--- config.mk ---
export PLATFORM = sky130hd
export DESIGN_NAME = instr_sequencer_flat
export DESIGN_NICKNAME = d
export VERILOG_FILES = /design/src/rtl/instr_sequencer_if.sv /design/src/rtl/instr_sequencer.sv /design/src/flat_wrapper.sv
export SDC_FILE = /design/constraint.sdc
export NUM_CORES = 1
export LEC_CHECK = 0
export CAP_MARGIN = 20
export CELL_PAD_IN_SITES_DETAIL_PLACEMENT = 2
export CELL_PAD_IN_SITES_GLOBAL_PLACEMENT = 2
export CORE_ASPECT_RATIO = 1.75
export CORE_MARGIN = 5
export CORE_UTILIZATION = 26
export DETAILED_ROUTE_END_ITERATION = 12
export GPL_TIMING_DRIVEN = 0
export PLACE_DENSITY = 0.76
export SYNTH_ARGS = -nofsm -noshare
export SYNTH_HDL_FRONTEND = slang
export SYNTH_SLANG_ARGS = --single-unit
export TNS_END_PERCENT = 20
--- constraint.sdc ---
create_clock -name clk -period 2.1 [get_ports clk]
set_clock_uncertainty 0.1 [all_clocks]
set_input_delay 0.42 -clock clk [delete_from_list [all_inputs] [get_ports clk]]
set_output_delay 0.42 -clock clk [all_outputs]
set_load 0.01 [all_outputs]
--- src/rtl/instr_sequencer_if.sv ---
// instr_sequencer_if: program ROM and execution-unit bus of the instruction sequencer
interface instr_sequencer_if #(
   parameter int ADDR_W  = 8,
   parameter int INSTR_W = 16,
   parameter int NUM_OPS = 8
);
   logic [ADDR_W-1:0]  mem_addr;
   logic               mem_rd_en;
   logic [INSTR_W-1:0] mem_rdata;
   logic [INSTR_W-1:0] ir;
   logic [NUM_OPS-1:0] start_vec;
   logic [NUM_OPS-1:0] done_vec;
   logic               pc_inc;
   logic               jump_en;
   logic [ADDR_W-1:0]  jump_addr;
   modport master (
      output mem_addr, mem_rd_en, ir, start_vec,
      input  mem_rdata, done_vec, pc_inc, jump_en, jump_addr
   );
   modport slave (
      input  mem_addr, mem_rd_en, ir, start_vec,
      output mem_rdata, done_vec, pc_inc, jump_en, jump_addr
   );
endinterface

--- src/rtl/instr_sequencer.sv ---
// instr_sequencer: fetch/decode/dispatch controller with watchdog and sticky HALT/FAULT
module instr_sequencer #(
   parameter int ADDR_W  = 8,
   parameter int INSTR_W = 16,
   parameter int NUM_OPS = 8,
   parameter int TIMEOUT = 64
) (
   input  logic                clk,
   input  logic                reset,
   input  logic                run,
   instr_sequencer_if.master   bus,
   output logic                busy,
   output logic                halted,
   output logic                fault,
   output logic [1:0]          fault_code
);
   localparam int AW = NUM_OPS > 1 ? $clog2(NUM_OPS) : 1;
   localparam int WW = $clog2(TIMEOUT + 1);
   typedef enum logic [2:0] {IDLE, FETCH, WAIT_MEM, DECODE, DISPATCH, EXEC, HALT, FAULT} state_t;
   state_t            state;
   logic [ADDR_W-1:0] pc;
   logic [AW-1:0]     active;
   logic [WW-1:0]     wd;
   logic [3:0]        op;
   assign op           = bus.ir[INSTR_W-1 -: 4];
   assign bus.mem_addr = pc;
   // strobes default low each cycle and are raised on the edge entering FETCH/DISPATCH
   always_ff @(posedge clk) begin
      if (!reset) begin
         state         <= IDLE;
         pc            <= '0;
         bus.ir        <= '0;
         bus.start_vec <= '0;
         bus.mem_rd_en <= 1'b0;
         busy          <= 1'b0;
         halted        <= 1'b0;
         fault         <= 1'b0;
         fault_code    <= 2'b00;
         wd            <= '0;
         active        <= '0;
      end else begin
         bus.mem_rd_en <= 1'b0;
         bus.start_vec <= '0;
         case (state)
            IDLE: if (run) begin
               state         <= FETCH;
               bus.mem_rd_en <= 1'b1;
               busy          <= 1'b1;
            end
            FETCH: state <= WAIT_MEM;
            WAIT_MEM: begin
               bus.ir <= bus.mem_rdata;
               state  <= DECODE;
            end
            DECODE: if (32'(op) < NUM_OPS) begin
               state         <= DISPATCH;
               active        <= AW'(op);
               bus.start_vec <= NUM_OPS'(1) << op;
            end else if (op == 4'hF) begin
               state  <= HALT;
               busy   <= 1'b0;
               halted <= 1'b1;
            end else begin
               state      <= FAULT;
               busy       <= 1'b0;
               fault      <= 1'b1;
               fault_code <= 2'b01;
            end
            DISPATCH: begin
               wd    <= '0;
               state <= EXEC;
            end
            EXEC: begin
               wd <= wd + 1'b1;
               pc <= bus.jump_en ? bus.jump_addr : bus.pc_inc ? pc + 1'b1 : pc;
               if (bus.done_vec[active]) begin
                  state         <= run ? FETCH : IDLE;
                  bus.mem_rd_en <= run;
                  busy          <= run;
               end else if (wd == WW'(TIMEOUT - 1)) begin
                  state      <= FAULT;
                  busy       <= 1'b0;
                  fault      <= 1'b1;
                  fault_code <= 2'b10;
               end
            end
            default: ;
         endcase
      end
   end
endmodule

--- src/flat_wrapper.sv ---
// flat-port wrapper written by rule: the top's interface ports become plain ports
module instr_sequencer_flat 
#(
   parameter int ADDR_W  = 8,
   parameter int INSTR_W = 16,
   parameter int NUM_OPS = 8,
   parameter int TIMEOUT = 64
)
  (clk, reset, run, busy, halted, fault, fault_code, bus_mem_addr, bus_mem_rd_en, bus_ir, bus_start_vec, bus_mem_rdata, bus_done_vec, bus_pc_inc, bus_jump_en, bus_jump_addr);
  instr_sequencer_if #(.ADDR_W(ADDR_W), .INSTR_W(INSTR_W), .NUM_OPS(NUM_OPS)) bus_i ();
  input  logic clk;
  input  logic reset;
  input  logic run;
  output logic busy;
  output logic halted;
  output logic fault;
  output logic [1:0] fault_code;
  output wire logic [$bits(bus_i.mem_addr)-1:0] bus_mem_addr;
  output wire logic [$bits(bus_i.mem_rd_en)-1:0] bus_mem_rd_en;
  output wire logic [$bits(bus_i.ir)-1:0] bus_ir;
  output wire logic [$bits(bus_i.start_vec)-1:0] bus_start_vec;
  input wire logic [$bits(bus_i.mem_rdata)-1:0] bus_mem_rdata;
  input wire logic [$bits(bus_i.done_vec)-1:0] bus_done_vec;
  input wire logic [$bits(bus_i.pc_inc)-1:0] bus_pc_inc;
  input wire logic [$bits(bus_i.jump_en)-1:0] bus_jump_en;
  input wire logic [$bits(bus_i.jump_addr)-1:0] bus_jump_addr;
  assign bus_mem_addr = bus_i.mem_addr;
  assign bus_mem_rd_en = bus_i.mem_rd_en;
  assign bus_ir = bus_i.ir;
  assign bus_start_vec = bus_i.start_vec;
  assign bus_i.mem_rdata = bus_mem_rdata;
  assign bus_i.done_vec = bus_done_vec;
  assign bus_i.pc_inc = bus_pc_inc;
  assign bus_i.jump_en = bus_jump_en;
  assign bus_i.jump_addr = bus_jump_addr;
  instr_sequencer #(.ADDR_W(ADDR_W), .INSTR_W(INSTR_W), .NUM_OPS(NUM_OPS), .TIMEOUT(TIMEOUT)) u_core (.clk(clk), .reset(reset), .run(run), .bus(bus_i), .busy(busy), .halted(halted), .fault(fault), .fault_code(fault_code));
endmodule
==> impl_metrics.toml <==
# yosys + openroad results
[status]
status = "completed"

[sta]
setup_violations = 0
layout_setup_ws_ps = 142.9
hold_slack_ps = 345.1
tns_ps = 0
rsz0062_at_grt = "no"

[drt]
top_layer_used = "met4"
num_vias = 2345
drtAntennaViolNets = 0
dr.pass1.iters = 4

[critical_path]
r2r_setup_slack_ps = 170
end_kind = "output port"
path_depth = 1
timing.rr.start = "u_core.wd[0]"
cp_num_buf_inv = 1
reg2regPathDepth = 6
endpoint = "bus_ir[15]"
path_delay_family = "buffers and inverters"
critPathRequiredTime_ps = 1580
cp-start-kind = "flip-flop"
path_cells = "clkdlybuf4s50_1"
cpPeakStageDelay_ps = 630

[clocking]
cts_buffers = 5
post-cts-setup-buffers = 0
clock_latency_ps = 290

[run]
cap_viol_max_count = 0

[power]
power.leakage_nw = 1.210
p_comb_frac = 0.186
sw_frac_of_total = 0.2638
switchingPower_mw = 0.6438
internal_power_mw = 1.796

[synthesis]
ys.flops = 51
adder_share = 0.01048
synthMuxAreaShare = 0.02096
ys_dominant_reg_cell = "dfxtp_1"

[layout]
fin_area_sq_mm = 0.003421
fin_nets = 403
final_layout_size_suffix_gt1_frac = 0.07967

[min_path]
min_path_cells = 2

[floorplanning]
die_x_um = 82.44
die_area_sq_mm = 0.01127
fp.dieH_um = 136.8
rows = 46

[place]
placed_area_sq_mm = 0.003258
-- area by class of cell --
type / count / area [sq um]
flip-flops and latches: 51 / 1021
well taps: 120 / 150.1
plain buffers: 17 / 88.84
repair buffers: 72 / 720.7
clock inverters: 2 / 37.54
fillers: 1036 / 5615
clock buffers: 5 / 125.1
multi-input cells: 213 / 1262
inverters: 4 / 15.01
-- sequential cells by signal, summed over array words and instances, names as in the netlist, 2 cells and up --
register              count
u_core.bus.ir            16
u_core.bus.mem_addr       8
u_core.bus.start_vec      8
u_core.wd                 7
u_core.active             3
u_core.state              3
u_core.fault_code         2
-- worst register-to-register path: stages, from the launching register on --
cell     delay, ps
dfxtp_1        390
ha_1           220
nand3_2        120
or3_4          430
a22oi_2        230
nand3_1        130
a32o_1         210
Gate-type map:
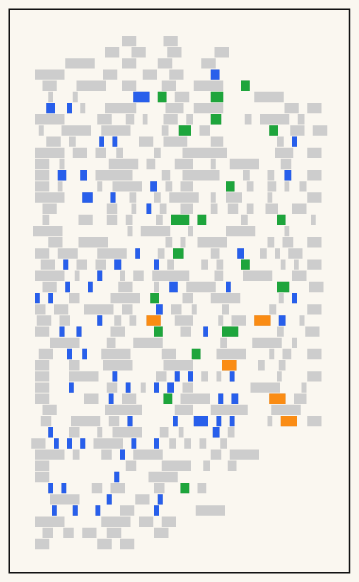
nand cells: shown in blue, cells 68, most used nand2_1. non-inverting ao/oa cells: shown in orange, cells 5, most used o221a_1. and/or cells: shown in green, cells 19, most used and2_1.

Met2 routing:
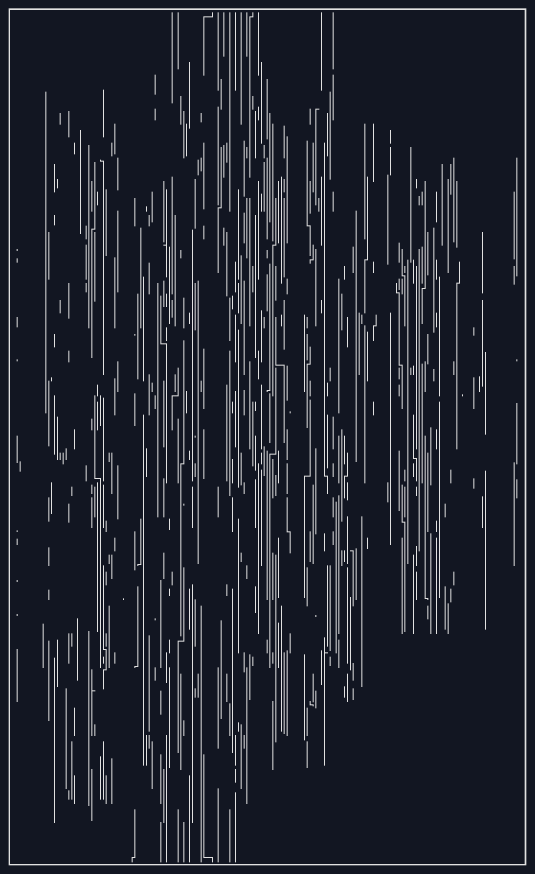
379 nets have wire on it. The layer carries 4500 um of wire. The layer holds 57% of the routed length. The longest straight run is 56.1 um.

Track usage over the die:
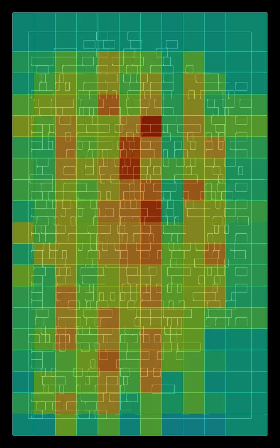
per-cell routed wire length: 16.23 um
met1 track demand over resource: 0.1353
GR Util met3: 0.04480

